Figure 1. Routing congestion map (run 1).
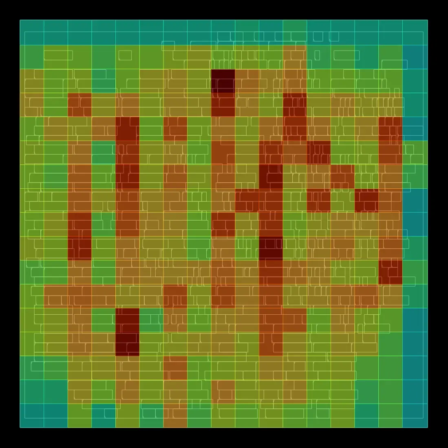
Figure 2. Register map, names as in the netlist (run 1).
The bar under the picture is 20 um long.
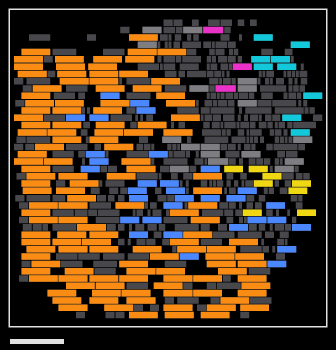
Figure 3. The metal 2 layer (run 1).
The bar under the picture is 20 um long.
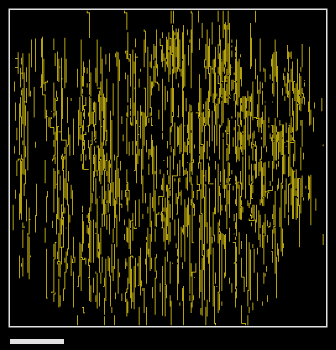
Figure 4. Signal wires on met3 (run 1).
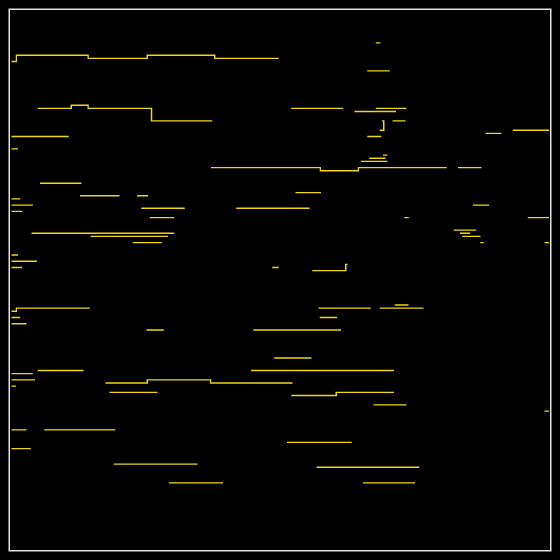
### config.mk
export PLATFORM = sky130hd
export DESIGN_NAME = fir_sample_uart_tx
export DESIGN_NICKNAME = d
export VERILOG_FILES = /design/src/rtl/fir_sample_uart_tx.sv
export SDC_FILE = /design/constraint.sdc
export NUM_CORES = 1
export LEC_CHECK = 0
export CORE_UTILIZATION = 59
export DETAILED_ROUTE_END_ITERATION = 10
export PLACE_DENSITY = 0.8
export SETUP_SLACK_MARGIN = 0.3
export SYNTH_ARGS = -nofsm -noshare
export SYNTH_HDL_FRONTEND = slang
export SYNTH_SLANG_ARGS = --single-unit
### constraint.sdc
create_clock -name clk -period 2.7 [get_ports clk]
set_input_delay 0.54 -clock clk [delete_from_list [all_inputs] [get_ports clk]]
set_output_delay 0.54 -clock clk [all_outputs]
set_load 0.1 [all_outputs]
### src/rtl/fir_sample_uart_tx.sv
`default_nettype none
// ============================================================================
// fir_sample_uart_tx : buffers filtered 32-bit samples in a small FIFO and
// sends each as a 5-byte UART 8N1 frame (sync byte, then sample MSB first).
// Revision: 1.0
// ============================================================================
module fir_sample_uart_tx #(
  parameter int          CLKS_PER_BIT = 434,
  parameter int          FIFO_DEPTH   = 4,
  parameter logic [7:0]  SYNC_BYTE    = 8'hA5
) (
  input  logic                          clk,
  input  logic                          rst_n,
  input  logic                          in_valid,
  input  logic [31:0]                   in_data,
  input  logic                          clr_overflow,
  output logic                          tx,
  output logic                          busy,
  output logic                          overflow,
  output logic [$clog2(FIFO_DEPTH):0]   fifo_count
);

  localparam int AW = $clog2(FIFO_DEPTH);
  localparam int CW = $clog2(CLKS_PER_BIT);
  localparam logic [CW-1:0] BIT_LAST   = CW'(CLKS_PER_BIT - 1);
  localparam logic [AW:0]   COUNT_FULL = (AW+1)'(FIFO_DEPTH);

  localparam logic [1:0] IDLE  = 2'd0;
  localparam logic [1:0] START = 2'd1;
  localparam logic [1:0] DATA  = 2'd2;
  localparam logic [1:0] STOP  = 2'd3;

  logic [31:0]   mem [FIFO_DEPTH];
  logic [AW-1:0] wr_ptr;
  logic [AW-1:0] rd_ptr;
  logic [AW:0]   count_nxt;

  logic [1:0]    state;
  logic [1:0]    state_nxt;
  logic [CW-1:0] cnt;
  logic [2:0]    bit_idx;
  logic [2:0]    byte_idx;
  logic [7:0]    shift;
  logic [31:0]   frame;

  logic empty;
  logic full;
  logic do_pop;
  logic do_push;
  logic ovf_set;
  logic bit_done;

  assign empty    = (fifo_count == '0);
  assign full     = (fifo_count == COUNT_FULL);
  assign do_pop   = (state == IDLE) && !empty;
  // A pop in the same cycle frees a slot, so a full FIFO can still accept.
  assign do_push  = in_valid && (!full || do_pop);
  assign ovf_set  = in_valid && full && !do_pop;
  assign bit_done = (cnt == BIT_LAST);

  always_comb begin
    count_nxt = fifo_count;
    if (do_push && !do_pop) begin
      count_nxt = fifo_count + 1'b1;
    end else if (do_pop && !do_push) begin
      count_nxt = fifo_count - 1'b1;
    end
  end

  always_comb begin
    state_nxt = state;
    case (state)
      IDLE:    if (!empty) state_nxt = START;
      START:   if (bit_done) state_nxt = DATA;
      DATA:    if (bit_done && bit_idx == 3'd7) state_nxt = STOP;
      STOP:    if (bit_done) state_nxt = (byte_idx < 3'd4) ? START : IDLE;
      default: state_nxt = IDLE;
    endcase
  end

  always_ff @(posedge clk) begin
    if (do_push) begin
      mem[wr_ptr] <= in_data;
    end
  end

  always_ff @(posedge clk) begin
    if (!rst_n) begin
      state      <= IDLE;
      tx         <= 1'b1;
      busy       <= 1'b0;
      overflow   <= 1'b0;
      fifo_count <= '0;
      wr_ptr     <= '0;
      rd_ptr     <= '0;
      cnt        <= '0;
      bit_idx    <= '0;
      byte_idx   <= '0;
      shift      <= '0;
      frame      <= '0;
    end else begin
      state      <= state_nxt;
      fifo_count <= count_nxt;
      busy       <= (state_nxt != IDLE) || (count_nxt != '0);

      if (do_push) wr_ptr <= wr_ptr + 1'b1;
      if (do_pop)  rd_ptr <= rd_ptr + 1'b1;

      if (ovf_set) begin
        overflow <= 1'b1;
      end else if (clr_overflow) begin
        overflow <= 1'b0;
      end

      cnt <= (state == IDLE || bit_done) ? '0 : cnt + 1'b1;

      // tx is loaded with the level of the state being entered, so it comes straight from a flop.
      case (state)
        IDLE: begin
          if (do_pop) begin
            frame    <= mem[rd_ptr];
            shift    <= SYNC_BYTE;
            byte_idx <= '0;
            tx       <= 1'b0;
          end else begin
            tx       <= 1'b1;
          end
        end
        START: begin
          if (bit_done) begin
            tx      <= shift[0];
            shift   <= {1'b0, shift[7:1]};
            bit_idx <= '0;
          end
        end
        DATA: begin
          if (bit_done) begin
            if (bit_idx == 3'd7) begin
              tx <= 1'b1;
            end else begin
              tx      <= shift[0];
              shift   <= {1'b0, shift[7:1]};
              bit_idx <= bit_idx + 1'b1;
            end
          end
        end
        STOP: begin
          if (bit_done && byte_idx < 3'd4) begin
            byte_idx <= byte_idx + 1'b1;
            shift    <= frame[31:24];
            frame    <= {frame[23:0], 8'h00};
            tx       <= 1'b0;
          end
        end
        default: tx <= 1'b1;
      endcase
    end
  end

endmodule
`default_nettype wire

==> changes_impl.md, run 1 <==
### Metrics

* Outcome: complete, no violations
* Critical path peak fanout at 13
* Actual slew at the worst max-slew pin at 0.865 ns
* Worst Hold End: shift[7]
* DIE WIDTH at 118 um
* Synth cell count leaders: 128 x edfxtp_1, 69 x dfxtp_1, 53 x nor2_1, 32 x mux4_2, 28 x mux2i_1
* Cell type with the largest total area: edfxtp_1
* H-tree levels at 4
* Max-slew headroom at 42.1%
* Syn nets at 578
* Diodes inserted at 0
* Max-area cell share at 48.7%
* LEAKAGE at 3.07 nW
* Final setup margin at 0.485 ns
* Seq share, synth at 66.2%
* Row count at 41
* Unrepaired setup endpoints after global routing: no
* Mapped Cells at 525
* Gr ovfl total at 0
* Wire per inst at 19.0 um
* Worst vdd ir at 0.694 mV
* Number of buffers created by CTS at 17
* Clock-pin slew on the worst setup and hold paths at 0.07 ns
* Root Driver: clkbuf_16
* HP Class: reg -> reg
* Global-route wire length before repair at 23600 um
* P&R area growth vs syn at 16.0%
* Number of enable flip-flop cells at 128
* CP peak stage delay at 0.51 ns
About Figure 1:
GRT met3 Usage: 5.43%
utilization after layout: 71.4%
GRT Max-Usage Layer: met2
grt met1 use: 27.0%
Tot GR Track Use: 22.2%

About Figure 2:
legend:
  `frame`:
    color: blue
    sequential_cells: 32
  `cnt`:
    color: cyan
    sequential_cells: 9
    where: upper right
  `shift`:
    color: yellow
    sequential_cells: 8
    where: middle right
  `fifo_count`:
    color: magenta
    sequential_cells: 3
  `mem`:
    color: orange
    sequential_cells: 128
not colored: 17
Seq. cell area: 5230 um2
sequential share of cell area: 57.1%
reported sequential group power: 3.95 mW

About Figure 3:
longest straight run: 43.5 um
wire length on this layer: 7480 um
nets with wire on the layer: 550
via count: 4545
Total Wirelength: 14300 um
met2 Usage GRT: 38.2%

About Figure 4:
wire length on this layer: 697 um
nets with wire on the layer: 48
longest straight run: 30.8 um
share of all routed wire: 4.9%

==> run 1: routing by layer <==
metal	wire length, um	track usage, %
met4	191	8.09
met5	0	0
met1	5920	27.0
met3	696	5.43
met2	7480	38.2
==> run 1: worst max-delay path, delay by kind of cell (launching register included) <==
family / cells / cell delay [ns]
flops: 1 / 0.36
buf+inv: 1 / 0.13
simple gates: 2 / 0.80
fa+ha+maj: 1 / 0.34
compound gates: 3 / 0.44
==> run 1: cells by family (layout without fill, tap and decap cells) <==
| family | after synthesis | count (layout) | share of synthesized area [%] |
|---|---|---|---|
| AOI/OAI and AO/OA | 88 | 88 | 8.13 |
| xor gates and xnor gates | 8 | 8 | 0.888 |
| adders and majority gates | 17 | 17 | 2.70 |
| buffers and inverters | 41 | 96 | 2.11 |
| DFF | 197 | 197 | 66.2 |
| muxes | 60 | 60 | 12.7 |
| and+or+nand+nor | 114 | 114 | 7.28 |
==> run 1: state kept, by name (all words and copies together), names as in the netlist, 3 cells and up, named ones only <==
name	count
mem	128
frame	32
cnt	9
shift	8
bit_idx	3
byte_idx	3
fifo_count	3
==> run 1: power by group <==
part	switching [mW]	total [mW]	internal, mW
clock	1.09	2.48	1.39
combinational	1.48	2.49	1.01
sequential	0.278	3.95	3.67
==> run 1: per-stage QoR <==
step | cells | cell area (um2) | total power [mW]
global placement | 720 | 8560 | 6.37
CTS | 752 | 9150 | 8.97
detailed placement | 720 | 8560 | 6.50
global route | 752 | 9150 | 9.35
floorplan | 525 | 7900 | 5.81
finish | 752 | 9150 | 8.92
==> run 1: layout make-up <==
type	count	area, um2	area share, %
Sequential cell	197	5230	57.1
Multi-Input combinational cell	287	2510	27.4
Timing Repair Buffer	54	568	6.21
Clock buffer	21	482	5.26
Tap cell	172	215	2.35
Clock inverter	11	110	1.20
Inverter	10	37.5	0.410
Figure 5. Gate-type map (run 1).
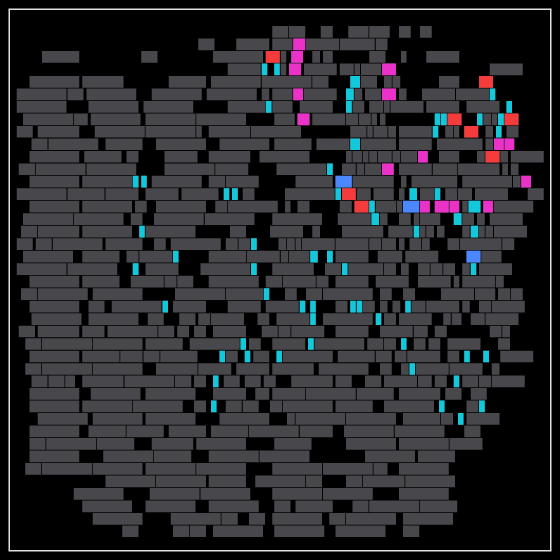

==> run 1 -> run 2 <==
--- a/config.mk
+++ b/config.mk
@@ -5,9 +5,9 @@
 export SDC_FILE = /design/constraint.sdc
 export NUM_CORES = 1
 export LEC_CHECK = 0
-export CORE_UTILIZATION = 59
+export CORE_UTILIZATION = 54
 export DETAILED_ROUTE_END_ITERATION = 10
-export PLACE_DENSITY = 0.8
+export PLACE_DENSITY = 0.77
 export SETUP_SLACK_MARGIN = 0.3
 export SYNTH_ARGS = -nofsm -noshare
 export SYNTH_HDL_FRONTEND = slang
==> constraint.sdc (replaced) <==
create_clock -name clk -period 1.8 [get_ports clk]
set_input_delay 0.36 -clock clk [delete_from_list [all_inputs] [get_ports clk]]
set_output_delay 0.36 -clock clk [all_outputs]
set_load 0.1 [all_outputs]
Figure 6. Gate-type map (run 2).
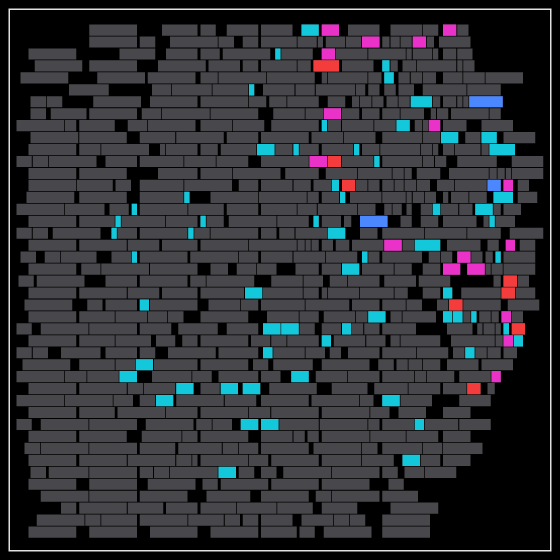
legend:
  NOR gates:
    color: cyan
    cells: 62
    most_used: nor2_4
  AND-OR and OR-AND gates:
    color: blue
    cells: 3
  AND and OR gates:
    color: magenta
    cells: 17
    most_used: and3_4
  XOR/XNOR gates:
    color: red
    cells: 8
    most_used: xor2_1
    where: middle right

==> changes_impl.md, run 2 <==
### Metrics

* Clock-pin slew on the worst setup and hold paths at 0.07 ns (about the same)
* DIE WIDTH at 123 um (+4.4%)
* H-tree levels at 4 (unchanged)
* Actual slew at the worst max-slew pin at 0.629 ns (-0.236 ns)
* Biggest register: mem
* Final setup margin at -0.307 ns (-0.792 ns)
* Final cell count without fillers at 857 (+14%)
* Synth cell count leaders: 128 x edfxtp_1, 69 x dfxtp_1, 53 x nor2_1, 32 x mux4_2, 28 x mux2i_1
* Total Wirelength at 24000 um (+68%)
* Non-clk invs at 10 (unchanged)
* Failing checks: negative setup slack
* Gr ovfl total at 0 (unchanged)
* Buffers, non-clock at 151 (+180%)
* Comb gate area at 3360 um2 (+34%)
* Utilization after layout at 81.7% (+10 points)
* Max-area cell share at 48.7% (unchanged)
* Outcome: finished with violations
* Critical path peak fanout at 5 (-8)
* HP Class: reg -> reg
* Final setup vio count at 140
* Comb/total area at 29.3% (+1.9 points)
* Seq. cell area at 5240 um2 (+0.29%)
* Row count at 43 (+4.9%)
* Clock buf/inv share at 5.01% (-1.5 points)
[run 2: routing by layer]
metal	GRT usage, %	vias up	wire length, um
met2	45.3	304	12500
met3	6.04	92	1580
li1	-	2329	-
met5	0	-	0
met1	30.6	2793	8340
met4	13.6	0	1510
[run 2: power breakdown]
| group | leakage [nW] | total [mW] | internal [mW] | switching (mW) |
|---|---|---|---|---|
| registers | 1.75 | 6.21 | 5.52 | 0.685 |
| logic | 1.89 | 8.34 | 4.08 | 4.26 |
| clock network | 0.272 | 3.82 | 2.02 | 1.80 |
[run 2: logic make-up after synthesis]
group                    synth area share (%)
flip-flops                               66.2
AND/OR/NAND/NOR                          7.28
buffers and inverters                    2.11
multiplexers                             12.7
AND-OR/OR-AND                            8.13
XOR/XNOR                                0.888
adder cells (fa/ha/maj)                  2.70
[run 2: worst min path at each step]
stage / startpoint / endpoint / slack, ns / cells past startpoint
after floorplan: cnt[0] / cnt[0] / 0.41 / 1
after global placement: byte_idx[1] / byte_idx[1] / 0.45 / 2
after detailed placement: byte_idx[1] / byte_idx[1] / 0.46 / 2
after CTS: byte_idx[1] / byte_idx[1] / 0.47 / 2
after global routing: byte_idx[1] / byte_idx[1] / 0.49 / 2
final: byte_idx[1] / byte_idx[1] / 0.47 / 2
[run 2: what timing repair did]
item | CTS | global route
pin swaps | 23 | 50
setup buffers | 13 | 24
resized | 49 | 166
cloned | 10 | 9
setup endpoints to repair | 193 | 191
[run 2: critical path: stages (launching register included)]
cell and delay [ns]:
dfxtp_2 0.38, inv_4 0.08, ha_4 0.16, buf_4 0.16
nand2_1 0.13, a21boi_2 0.29, o311a_4 0.22, a21oi_2 0.06
or4_1 0.48
==> run 2 -> run 3 <==
--- a/config.mk
+++ b/config.mk
@@ -5,6 +5,7 @@
 export SDC_FILE = /design/constraint.sdc
 export NUM_CORES = 1
 export LEC_CHECK = 0
+export CAP_MARGIN = 20
 export CORE_UTILIZATION = 54
 export DETAILED_ROUTE_END_ITERATION = 10
 export PLACE_DENSITY = 0.77
Figure 7. Signal wires on met3 (run 3).
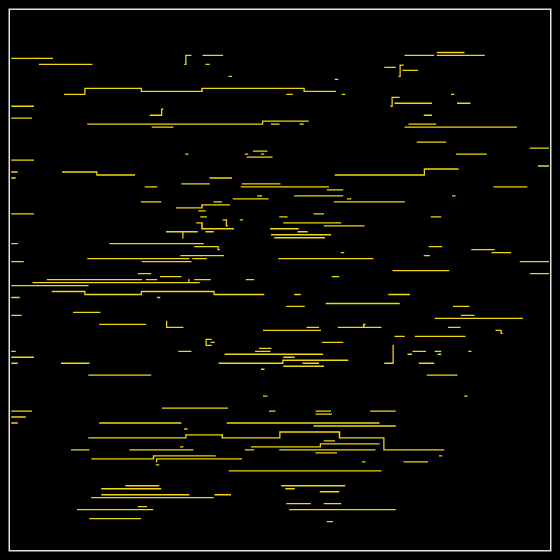
via count: 5518
Total Wirelength: 24000 um
GRT met3 Usage: 6.04%

==> changes_impl.md, run 3 <==
### Metrics

* Clock power frac at 20.8% (about the same)
* Tot GR Track Use at 26.3%
* Clock-pin slew on the worst setup and hold paths at 0.07 ns (about the same)
* Biggest register: mem
* Critical path peak fanout at 5 (unchanged)
* Clock-net power at 3.82 mW (about the same)
* Max-area cell share at 48.7% (unchanged)
* Top pwr grp: combinational cells
* Synth Cell Area at 7890 um2
* Post-CTS Setup Repair Bufs at 13 (unchanged)
* Net Sw Power at 6.75 mW (unchanged)
* Max_cap viols at 0
* HP Class: reg -> reg
* Max-slew headroom at 58.0%
* DIE WIDTH at 123 um (unchanged)
* Hold Fails Final Rpt at 0
* Logic power comb at 8.34 mW (about the same)
* Seq pwr share at 33.8% (about the same)
* Resized cells post-CTS at 49 (unchanged)
* Final setup vio count at 140 (unchanged)
* Failing checks: negative setup slack
* Switching share of power at 36.7% (unchanged)
* H-tree levels at 4 (unchanged)
* Row count at 43 (unchanged)
* Avg Vias per Cell at 6.44
* Utilization after layout at 81.7% (unchanged)
* Number of buffers created by CTS at 17
* Outcome: finished with violations
* Mean Syn Cell Area at 15.0 um2
* Gr ovfl total at 0 (unchanged)
* Reported sequential group power at 6.21 mW (about the same)
* Final setup margin at -0.307 ns (unchanged)
* Required time of the critical path at 2.11 ns
* Internal at 11.6 mW (unchanged)
* Top FF cell, synth: edfxtp_1
* Actual slew at the worst max-slew pin at 0.629 ns (unchanged)
-- run 3: per-stage QoR --
stage | cells | hold WS (ns) | TNS (ns)
final | 857 | 0.472 | -8.15
after global routing | 857 | 0.488 | -12.73
after CTS | 824 | 0.468 | -0.665
after detailed placement | 770 | 0.459 | -2.80
after global placement | 770 | 0.445 | -0.395
after floorplan | 525 | 0.411 | -10.42
-- run 3: critical path, cell delays in order, from the launching register on --
cell and delay, ns:
dfxtp_2 0.38, inv_4 0.08, ha_4 0.16, buf_4 0.16
nand2_1 0.13, a21boi_2 0.29, o311a_4 0.22, a21oi_2 0.06
or4_1 0.48
-- run 3: path summary, 6_finish.rpt --
path          startpoint     endpoint  depth (start not counted)
max             state[0]         busy                          8
min          byte_idx[1]  byte_idx[1]                          2
max reg2reg     state[0]         busy                          8
min reg2reg  byte_idx[1]  byte_idx[1]                          2
-- run 3: logic make-up (layout without fill, tap and decap cells) --
kind of cell               count (synthesis)  in the layout  share of synthesized area, %
DFF                                      197            197                          66.2
and+or+nand+nor                          114            115                          7.28
AOI/OAI and AO/OA                         88             88                          8.13
muxes                                     60             60                          12.7
buffers and inverters                     41            192                          2.11
adders and majority gates                 17             17                          2.70
xor gates and xnor gates                   8              8                         0.888
-- run 3: layer usage --
layer	track usage, %	vias to the layer above	share of wire (%)
li1	-	2329	-
met5	0	-	0
met1	30.6	2793	35
met3	6.04	92	6.6
met2	45.3	304	52
met4	13.6	0	6.3
-- run 3: area by class of cell --
type,instances,area (um2),area share (%)
flip-flops and latches,197,5240,45.7
clock buffers,21,460,4.01
repair buffers,151,2030,17.7
well taps,180,225,1.96
inverters,10,42.5,0.371
clock inverters,10,115,1.00
multi-input cells,288,3360,29.3
Power figures rest on the tool's default switching activity, not on a simulated workload.
